### PDN straps and rails, run 1

Scale bar: 20 um. Pins as bars on the die edge.
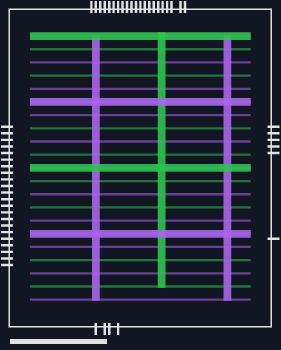
### Placement by cell class, run 1

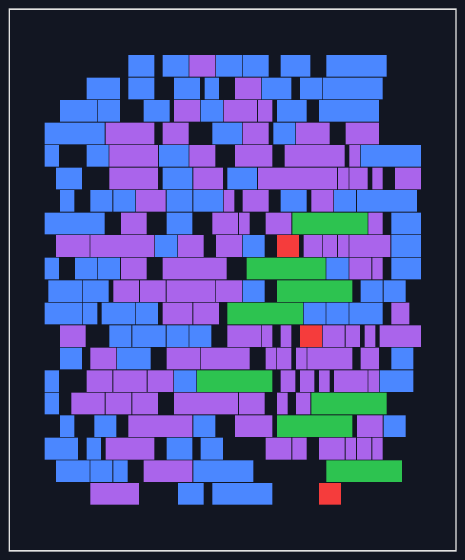
### Clock network drawn from the DEF, run 1

Scale bar: 20 um.
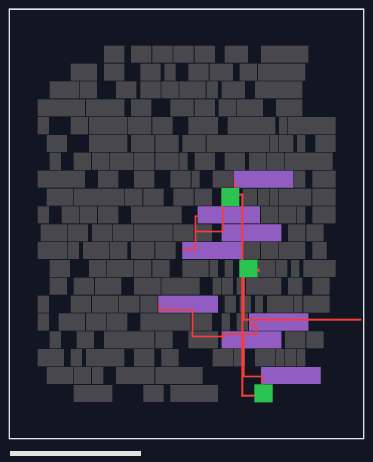
<file path="src/rtl/pipeline_hazard_controller.sv">
// Hazard control for a 5-stage pipeline: operand forwarding, load-use stalls,
// multi-cycle divider HI/LO interlock and halt sequencing.
module pipeline_hazard_controller (
  input  logic       clk,
  input  logic       reset,
  input  logic [4:0] Rs_decode,
  input  logic [4:0] Rt_decode,
  input  logic [4:0] Rs_execute,
  input  logic [4:0] Rt_execute,
  input  logic [4:0] write_register_execute,
  input  logic       register_write_execute,
  input  logic       memory_to_register_execute,
  input  logic [4:0] write_register_memory,
  input  logic       register_write_memory,
  input  logic [4:0] write_register_writeback,
  input  logic       register_write_writeback,
  input  logic       using_HI_LO_decode,
  input  logic       div_start_execute,
  input  logic       HALT_execute,
  output logic       stall_fetch,
  output logic       stall_decode,
  output logic       clear_execute,
  output logic [1:0] forward_A_execute,
  output logic [1:0] forward_B_execute,
  output logic       hi_lo_busy,
  output logic       halted
);

  localparam int unsigned CNT_W = 5;
  localparam int unsigned FWD_W = 2;
  localparam logic [FWD_W-1:0] FWD_REG = FWD_W'(0);
  localparam logic [FWD_W-1:0] FWD_WB  = FWD_W'(1);
  localparam logic [FWD_W-1:0] FWD_MEM = FWD_W'(2);
  localparam logic [CNT_W-1:0] DIV_LAST = CNT_W'(31);

  typedef enum logic [1:0] {RUN, DIV_BUSY, HALTED} state_t;

  state_t           state, state_next;
  logic [CNT_W-1:0] div_count, div_count_next;
  logic             halt_pending, halt_pending_next;
  logic             load_use;
  logic             stall, busy, halt_flag;

  // Forwarding: memory-stage result is newer than writeback, so it wins.
  always_comb begin
    forward_A_execute = FWD_REG;
    if (register_write_memory && (write_register_memory != '0) &&
        (write_register_memory == Rs_execute))
      forward_A_execute = FWD_MEM;
    else if (register_write_writeback && (write_register_writeback != '0) &&
             (write_register_writeback == Rs_execute))
      forward_A_execute = FWD_WB;
  end

  always_comb begin
    forward_B_execute = FWD_REG;
    if (register_write_memory && (write_register_memory != '0) &&
        (write_register_memory == Rt_execute))
      forward_B_execute = FWD_MEM;
    else if (register_write_writeback && (write_register_writeback != '0) &&
             (write_register_writeback == Rt_execute))
      forward_B_execute = FWD_WB;
  end

  assign load_use = memory_to_register_execute && register_write_execute &&
                    (write_register_execute != '0) &&
                    ((write_register_execute == Rs_decode) ||
                     (write_register_execute == Rt_decode));

  always_ff @(posedge clk or posedge reset) begin
    if (reset) begin
      state        <= RUN;
      div_count    <= '0;
      halt_pending <= 1'b0;
    end else begin
      state        <= state_next;
      div_count    <= div_count_next;
      halt_pending <= halt_pending_next;
    end
  end

  // Next state and stall/status decode.
  always_comb begin
    state_next        = state;
    div_count_next    = div_count;
    halt_pending_next = halt_pending;
    stall             = 1'b0;
    busy              = 1'b0;
    halt_flag         = 1'b0;
    case (state)
      RUN: begin
        stall = load_use;
        if (HALT_execute) begin
          state_next = HALTED;
        end else if (div_start_execute) begin
          state_next        = DIV_BUSY;
          div_count_next    = DIV_LAST;
          halt_pending_next = 1'b0;
        end
      end
      DIV_BUSY: begin
        busy              = 1'b1;
        stall             = using_HI_LO_decode || load_use;
        halt_pending_next = halt_pending || HALT_execute;
        div_count_next    = div_count - CNT_W'(1);
        if (div_count == '0) begin
          // A halt seen on the final busy cycle still takes effect.
          state_next        = (halt_pending || HALT_execute) ? HALTED : RUN;
          div_count_next    = '0;
          halt_pending_next = 1'b0;
        end
      end
      HALTED: begin
        stall     = 1'b1;
        halt_flag = 1'b1;
      end
      default: state_next = RUN;
    endcase
  end

  // Status outputs are held low for as long as reset is asserted.
  assign stall_fetch   = stall && !reset;
  assign stall_decode  = stall && !reset;
  assign clear_execute = stall && !reset;
  assign hi_lo_busy    = busy && !reset;
  assign halted        = halt_flag && !reset;

endmodule

</file>
<file path="config.mk">
export PLATFORM = sky130hd
export DESIGN_NAME = pipeline_hazard_controller
export DESIGN_NICKNAME = d
export VERILOG_FILES = /design/src/rtl/pipeline_hazard_controller.sv
export SDC_FILE = /design/constraint.sdc
export NUM_CORES = 1
export LEC_CHECK = 0
export CORE_ASPECT_RATIO = 1.25
export CORE_MARGIN = 4
export CORE_UTILIZATION = 33
export DETAILED_ROUTE_END_ITERATION = 10
export PLACE_DENSITY = 0.76
export SLEW_MARGIN = 20
export SYNTH_ARGS = -nofsm -noshare
export SYNTH_HDL_FRONTEND = slang
export SYNTH_SLANG_ARGS = --single-unit
</file>
<file path="constraint.sdc">
create_clock -name clk -period 1.6 [get_ports clk]
set_input_delay 0.16 -clock clk [delete_from_list [all_inputs] [get_ports clk]]
set_output_delay 0.16 -clock clk [all_outputs]
set_load 0.1 [all_outputs]
</file>
==> reports/results.ini, run 1 <==
[clock_network]
cts_resized=70
postCtsSetupRepairBufs=3
cts.sinks=8
cts_hold_buf=0
path_clk_slew_ns=0.05
cts_tree=built
clock.latency.late_pin_ns=0.26
cts.path.max_buffers=2
root_buffer=clkbuf_4

[status]
outcome=complete, but fails checks
violations=negative setup slack

[route]
dr_wl_met3_um=173
drtPass1Iterations=4
vias_per_cell=4.923
ant_nets=0
drc=0
wl_per_cell_um=15.00
first_iter_violations=24
via_count=1093

[place]
place.gp.congestion=0.8188
place_ws_ns=-0.6052
io_buffers=52
placed_cell_area_mm2=0.001842
dp.cells=213
dpl.hpwl_um=2707

[setup_path]
crit_top_cell=nor4_4
cp_max_fo=2
r2r_start=div_count[0]
crit_path_max_incr_delay_ns=0.53
cp_cell_sequence=buf_6 -> or4_4 -> o21ai_4 -> nor4_4 -> nor4_4 -> buf_12
arrival_ns=1.65
crit_family=simple AND/OR/NAND/NOR gates
critPathCaptureType=output port
crit_path_end=forward_A_execute[0]
worstPathRequired_ns=1.44
cp.buffers_inverters=2
reg2reg_depth=5
cp.depth=6
crit_start=write_register_memory[1]
crit_type=input pin to output port

[synthesis]
yosysWarningCount=0
ys_seq_elements=8
syn_area_um2=864.6
ys_seq_share_pct=23.15
ys_chip_area_um2=864.6
synthSimpleGateAreaFrac_pct=24.02
top_cells_by_count=24 x xor2_1, 12 x nor2_1, 8 x dfrtp_1
most_common_cell=xor2_1
top_area_share_pct=24.31
synth.area.top_cells=xor2_1 24%, dfrtp_1 23%, xnor2_1 6.1%
synth.distinct_cells=33
mux_area_share_pct=1.302
avgSynthCellArea_um2=8.234
synth-compound-area-share_pct=14.47
edf_count=0
xor_area_share_pct=30.39
synth_stat.cells=105
fa_ha_area_share_pct=1.447
synthTopLogicFamily=XOR/XNOR gates
ys.flop_type=dfrtp_1

[power_and_ir_drop]
p_int_mw=0.6015
peakVddDrop_uv=380.3
combPwrFrac_pct=57.6
power_leader=combinational logic
p_clk_mw=0.154
powerDensity_mw_per_mm2=509.4
seq_power_mw=0.267
p_comb_mw=0.572
swShare_pct=39.35
p_leak_nw=0.8649
switching_power_mw=0.3903
seqPwrFrac_pct=26.9

[job]
openroad.warnings=30
maxCapViolations=0

[final_layout]
bufAreaShareNonClock_pct=41.84
nNonClkInverters=6
seq-cell-share_pct=10.35
fin_area_mm2=0.001947
largest_reg_flops=5
clockBufferCount=3
buffers=85
clkCellAreaFrac_pct=1.157
mi_logic_area_um2=844.6
comb_area_share_pct=43.38
nets=236
ff_count=8
area_delta_synth_final_pct=125.2
fill_cells=166
top_register=div_count
register_area_um2=201.4
final_cells=222
reg_top3=div_count: 5 flops, state: 2 flops, halt_pending: 1 flops
lay_top_cells=30 x buf_4, 23 x xor2_1, 14 x dlygate4sd2_1
final_layout_top_logic_cell=buf_4
post-route-util_pct=78.59

[grt]
grt-ovfl-total=0
met2_usage_pct=39.09
grt_pass1_vias=1182
grt_antenna_before_repair=0
grt_pass1_wl_um=5043
grt_use_met3_pct=2.721
grt_use_met1_pct=18.60
grt-busiest-layer=met2

[floorplan]
num_rows=20
die_x_um=53.78
io_pins=53
fp_util_pct=34.90
num_tap_cells=33
chipArea_mm2=0.003508

[final_timing]
fin_crit_ns=1.805
slew_viol_final=0
clock_skew_ns=0.007906
worst_pin_slew_ns=0.3232
fin_ws_ns=-0.2053
setup_violations=5
max_freq_mhz=553.9
period_used_pct=112.8
fin_hold_ws_ns=0.4312
finalSetupTns_ns=-0.4290
slew-limit-headroom_pct=78.29
rsz0062_at_grt=true

Notes on 'PDN straps and rails' above:
Key: green = VDD; purple = VSS
3 straps on met4. 21 met1 rails follow the rows. The core has 20 rows. 4 straps on met5.
Die Y: 65.23 um
Core Region: 0.002477 mm^2

Notes on 'Placement by cell class' above:
Key: green = sequential cells [cells 8, share of their area 11%]; blue = remaining buffers and delay cells [cells 85, share of their area 43%]; purple = combinational and other logic [cells 93, share of their area 46%]; red = clock drivers [cells 3, share of their area 1.2%]

Notes on 'Clock network drawn from the DEF' above:
Key: red = clock wires [length 118 um]; green = clock drivers [count 3]; purple = flip-flops [count 8]
There are 4 routed clock nets.

--- run 2 (diff from run 1) ---
--- a/config.mk
+++ b/config.mk
@@ -8,6 +8,7 @@
 export CORE_ASPECT_RATIO = 1.25
 export CORE_MARGIN = 4
 export CORE_UTILIZATION = 33
+export CTS_CLUSTER_DIAMETER = 150
 export DETAILED_ROUTE_END_ITERATION = 10
 export PLACE_DENSITY = 0.76
 export SLEW_MARGIN = 20
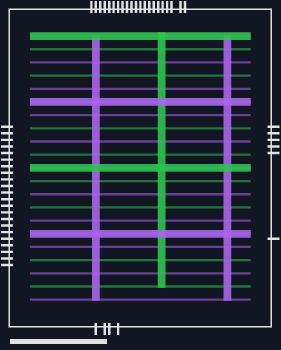
*PDN straps and rails, run 2*
Scale bar: 20 um. Pins as bars on the die edge.
maximum vdd drop: 380.3 uV
DIE WIDTH: 53.78 um

==> run 2 against run 1 <==
- the run still ends with negative setup slack left
- sequential cell count did not move
- register-to-register slack barely moved
- sequential share of layout area did not move
- total power did not move
- cell area did not move
- global-route usage did not move
- cell count did not move
- hold slack did not move
- clock power barely moved
- combinational power barely moved
- critical path type unchanged
- largest power group unchanged
==> reports/results.ini, run 2 <==
[setup_path]
critPathCaptureType=output port
cp_cell_sequence=buf_6 -> or4_4 -> o21ai_4 -> nor4_4 -> nor4_4 -> buf_12
cp.buffers_inverters=2
crit_family=simple AND/OR/NAND/NOR gates
crit_start=write_register_memory[1]
reg2reg_depth=5
crit_path_max_incr_delay_ns=0.53
crit_top_cell=nor4_4
arrival_ns=1.65
crit_path_end=forward_A_execute[0]
reg2reg_to=div_count[0]
cp_max_fo=2
worstPathRequired_ns=1.44
cp.depth=6
r2r_start=div_count[0]
crit_type=input pin to output port
cpMaxStageDelayCell=or4_4

[route]
route.top_layer_used=met4
ant_nets=0
wl_per_cell_um=15.00
drtPass1Iterations=4
first_iter_violations=24
drc=0
vias_per_cell=4.923
totalWireLength_um=3330
via_count=1093
dr_wl_met3_um=173

[clock_network]
root_buffer=clkbuf_4
cts_tree=built
cts_made_buffers=3
clock.latency.late_pin_ns=0.26
cts.path.max_buffers=2
cts_resized=70
path_clk_slew_ns=0.05
cts_hold_buf=0
postCtsSetupRepairBufs=3
cts.sinks=8

[final_timing]
clock_skew_ns=0.007906
setup_violations=5
period_used_pct=112.8
finalSetupTns_ns=-0.4290
fin_crit_ns=1.805
fin_ws_ns=-0.2053
max_freq_mhz=553.9
slew-limit-headroom_pct=78.29
worst_pin_slew_ns=0.3232
fin_hold_ws_ns=0.4312
slew_viol_final=0
rsz0062_at_grt=true

[final_layout]
top_register=div_count
ff_count=8
clkCellAreaFrac_pct=1.157
buffers=85
nNonClkInverters=6
area_delta_synth_final_pct=125.2
clockBufferCount=3
largest_reg_flops=5
final_cells=222
seq-cell-share_pct=10.35
reg_top3=div_count: 5 flops, state: 2 flops, halt_pending: 1 flops
comb_cells=87
comb_area_share_pct=43.38
register_area_um2=201.4
bufAreaShareNonClock_pct=41.84
drive_gt1_share_pct=49.74
mi_logic_area_um2=844.6
final_layout_top_logic_cell=buf_4
lay_top_cells=30 x buf_4, 23 x xor2_1, 14 x dlygate4sd2_1
fill_cells=166
nets=236

[place]
dp.cells=213
placed_cell_area_mm2=0.001842
dpl.hpwl_um=2707
place_ws_ns=-0.6052
place.gp.congestion=0.8188
io_buffers=52

[job]
openroad.warnings=30
maxCapViolations=0

[synthesis]
synth.distinct_cells=33
xor_area_share_pct=30.39
synth-compound-area-share_pct=14.47
edf_count=0
ys.flop_type=dfrtp_1
most_common_cell=xor2_1
synthTopLogicFamily=XOR/XNOR gates
ys_seq_share_pct=23.15
synthSimpleGateAreaFrac_pct=24.02
ys_chip_area_um2=864.6
avgSynthCellArea_um2=8.234
synth.area.top_cells=xor2_1 24%, dfrtp_1 23%, xnor2_1 6.1%
synth_cells=105
yosysWarningCount=0
top_cells_by_count=24 x xor2_1, 12 x nor2_1, 8 x dfrtp_1
synth_stat.cells=105
ys_seq_elements=8
fa_ha_area_share_pct=1.447
mux_area_share_pct=1.302
top_area_share_pct=24.31
syn_area_um2=864.6

[power_and_ir_drop]
switching_power_mw=0.3903
p_int_mw=0.6015
powerDensity_mw_per_mm2=509.4
p_leak_nw=0.8649
p_clk_mw=0.154
swShare_pct=39.35
p_comb_mw=0.572
seqPwrFrac_pct=26.9
seq_power_mw=0.267
power_leader=combinational logic
combPwrFrac_pct=57.6

[grt]
grt_use_total_pct=19.29
grt-ovfl-total=0
grt_antenna_before_repair=0
grt-busiest-layer=met2
grt_max_degree=9
grt_use_met1_pct=18.60
grt_pass1_wl_um=5043
met2_usage_pct=39.09
grt_pass1_vias=1182
grt_use_met3_pct=2.721

[status]
violations=negative setup slack
outcome=complete, but fails checks

[floorplan]
num_rows=20
core-area_mm2=0.002477
num_tap_cells=33
chipArea_mm2=0.003508
io_pins=53
fp_util_pct=34.90

[worst_hold_path]
hp-class=input pin to async pin

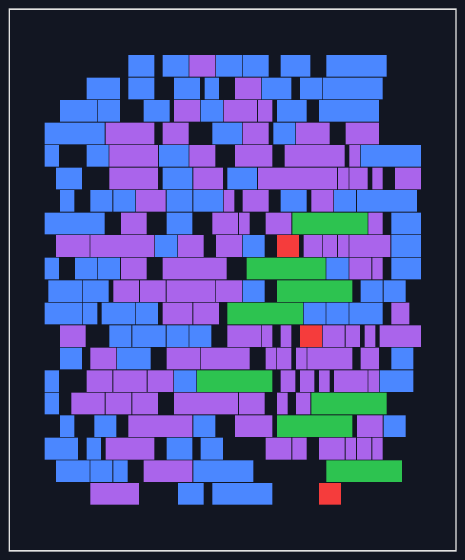
*Placement by cell class, run 2*
Key: green = sequential cells [cells 8, share of their area 11%]; red = clock drivers [cells 3, share of their area 1.2%]; blue = remaining buffers and delay cells [cells 85, share of their area 43%]; purple = combinational and other logic [cells 93, share of their area 46%]
Design Area, Final: 0.001947 mm^2
fin util: 78.59%

--- run 3 (diff from run 2) ---
--- a/config.mk
+++ b/config.mk
@@ -5,12 +5,13 @@
 export SDC_FILE = /design/constraint.sdc
 export NUM_CORES = 1
 export LEC_CHECK = 0
+export ABC_AREA = 1
 export CORE_ASPECT_RATIO = 1.25
 export CORE_MARGIN = 4
-export CORE_UTILIZATION = 33
+export CORE_UTILIZATION = 35
 export CTS_CLUSTER_DIAMETER = 150
 export DETAILED_ROUTE_END_ITERATION = 10
-export PLACE_DENSITY = 0.76
+export PLACE_DENSITY = 0.77
 export SLEW_MARGIN = 20
 export SYNTH_ARGS = -nofsm -noshare
 export SYNTH_HDL_FRONTEND = slang
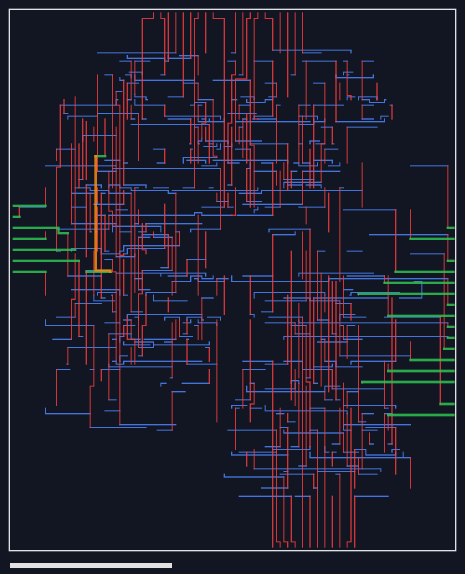
*Wiring by layer, run 3*
Scale bar: 20 um.
Key: red = metal 2 [wire length 1530 um]; green = metal 3 [wire length 119 um]; orange = metal 4 [wire length 16.1 um]; blue = metal 1 [wire length 1130 um]
average routed wire per standard cell: 11.23 um
Global Route Usage Sum: 14.96%
final WL: 2786 um
via count: 1097

==> run 3 against run 2 <==
- the run still ends with negative setup slack left
- register-to-register slack improved by 0.15 ns
- clock skew is 0.0058 ns lower
- via count grew 0.37%
- cell area is 12% lower
- hold slack got worse by 0.057 ns
- cell count rose by 12%
- non-clock buffer count fell by 26
- largest cell class unchanged
- largest power group unchanged
- highest routed layer unchanged
==> reports/results.ini, run 3 <==
[status]
outcome=complete, but fails checks
violations=negative setup slack

[route]
dr_wl_met3_um=119
first_iter_violations=23
vias_per_cell=4.423
ant_nets=0
route.layer.met1.wl_um=1126
route.top_layer_used=met4
drtPass1Iterations=4

[synthesis]
xor_area_share_pct=20.91
yosysWarningCount=0
most_common_cell=nand2_1
ys_chip_area_um2=963.4
synthSimpleGateAreaFrac_pct=35.32
fa_ha_area_share_pct=1.299
synth_cells=154
synth.area.top_cells=dfrtp_1 21%, xnor2_1 15%, nand2_1 14%
synthTopLogicFamily=simple AND/OR/NAND/NOR gates
avgSynthCellArea_um2=6.256
synth.distinct_cells=22
top_cells_by_count=37 x nand2_1, 24 x inv_1, 19 x nor2_1
mux_area_share_pct=0
edf_count=0
synth-compound-area-share_pct=8.442
syn_area_um2=963.4
ys.flop_type=dfrtp_1
ys_seq_elements=8

[floorplan]
chipArea_mm2=0.003661
die_y_um=66.66
num_tap_cells=34
fp_util_pct=36.30
num_rows=21
core-area_mm2=0.002654
io_pins=53
die_x_um=54.93

[setup_path]
reg2reg_to=state[1]
cp.buffers_inverters=2
cp.depth=5
reg2reg_depth=10
crit_path_end=clear_execute
crit_path_max_incr_delay_ns=0.42
crit_start=state[0]
worstPathRequired_ns=1.44
cpMaxStageDelayCell=dfrtp_1
cp_max_fo=3
reg2reg_slack_ns=0.26
crit_type=flip-flop to output port
arrival_ns=1.49
cp_cell_sequence=or2_4 -> nand2_2 -> inv_2 -> a21oi_4 -> buf_12
r2r_start=div_count[0]

[power_and_ir_drop]
peakVddDrop_uv=769.5
swShare_pct=48.70
powerDensity_mw_per_mm2=905.5
combPwrFrac_pct=69.0
seqPwrFrac_pct=20.9
p_comb_mw=1.07
p_int_mw=0.7957
power_leader=combinational logic
seq_power_mw=0.324
switching_power_mw=0.7553

[place]
place_ws_ns=-0.2675
dpl.hpwl_um=2340
dp.cells=242
io_buffers=52
placed_cell_area_mm2=0.001674

[final_layout]
register_area_um2=200.2
final_layout_top_logic_cell=nand2_1
comb_area_share_pct=40.61
lay_top_cells=33 x nand2_1, 28 x dlygate4sd2_1, 23 x inv_1
final_cells=248
reg_top3=div_count: 5 flops, state: 2 flops, halt_pending: 1 flops
drive_gt1_share_pct=21.50
bufAreaShareNonClock_pct=37.33
top_register=div_count
fill_cells=253
comb_cells=114
post-route-util_pct=64.55
area_delta_synth_final_pct=77.79
clkCellAreaFrac_pct=1.315
nNonClkInverters=30
largest_reg_flops=5
nets=261
seq-cell-share_pct=11.69

[worst_hold_path]
hp-class=input pin to async pin

[grt]
grt_use_met1_pct=16.51
grt_max_degree=9
grt-ovfl-total=0
grt_pass1_vias=1032
grt-busiest-layer=met2
grt_use_met3_pct=1.119
grt_antenna_before_repair=0
met2_usage_pct=28.70

[clock_network]
path_clk_slew_ns=0.05
postCtsSetupRepairBufs=3
cts_tree=built
cts_hold_buf=0
cts.path.max_buffers=2
cts_resized=30
cts_made_buffers=3
root_buffer=clkbuf_4

[final_timing]
period_used_pct=103.3
fin_hold_ws_ns=0.3746
setup_violations=3
max_freq_mhz=604.8
fin_ws_ns=-0.05340
finalSetupTns_ns=-0.1565
rsz0062_at_grt=true
clock_skew_ns=0.002095
fin_crit_ns=1.653
slew_viol_final=0

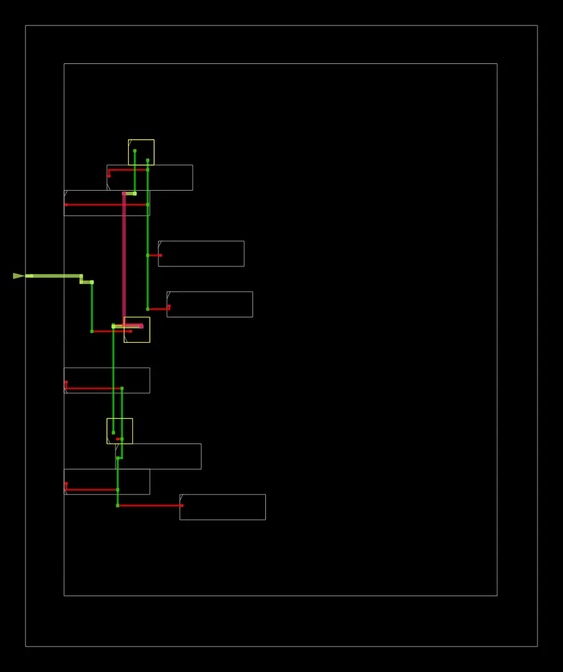
*Clock nets, run 3*
flop count: 8
Clock Latency Late Sink: 0.26 ns
clk pwr: 0.158 mW
clock buffer count: 3

Power figures rest on the tool's default switching activity, not on a simulated workload.
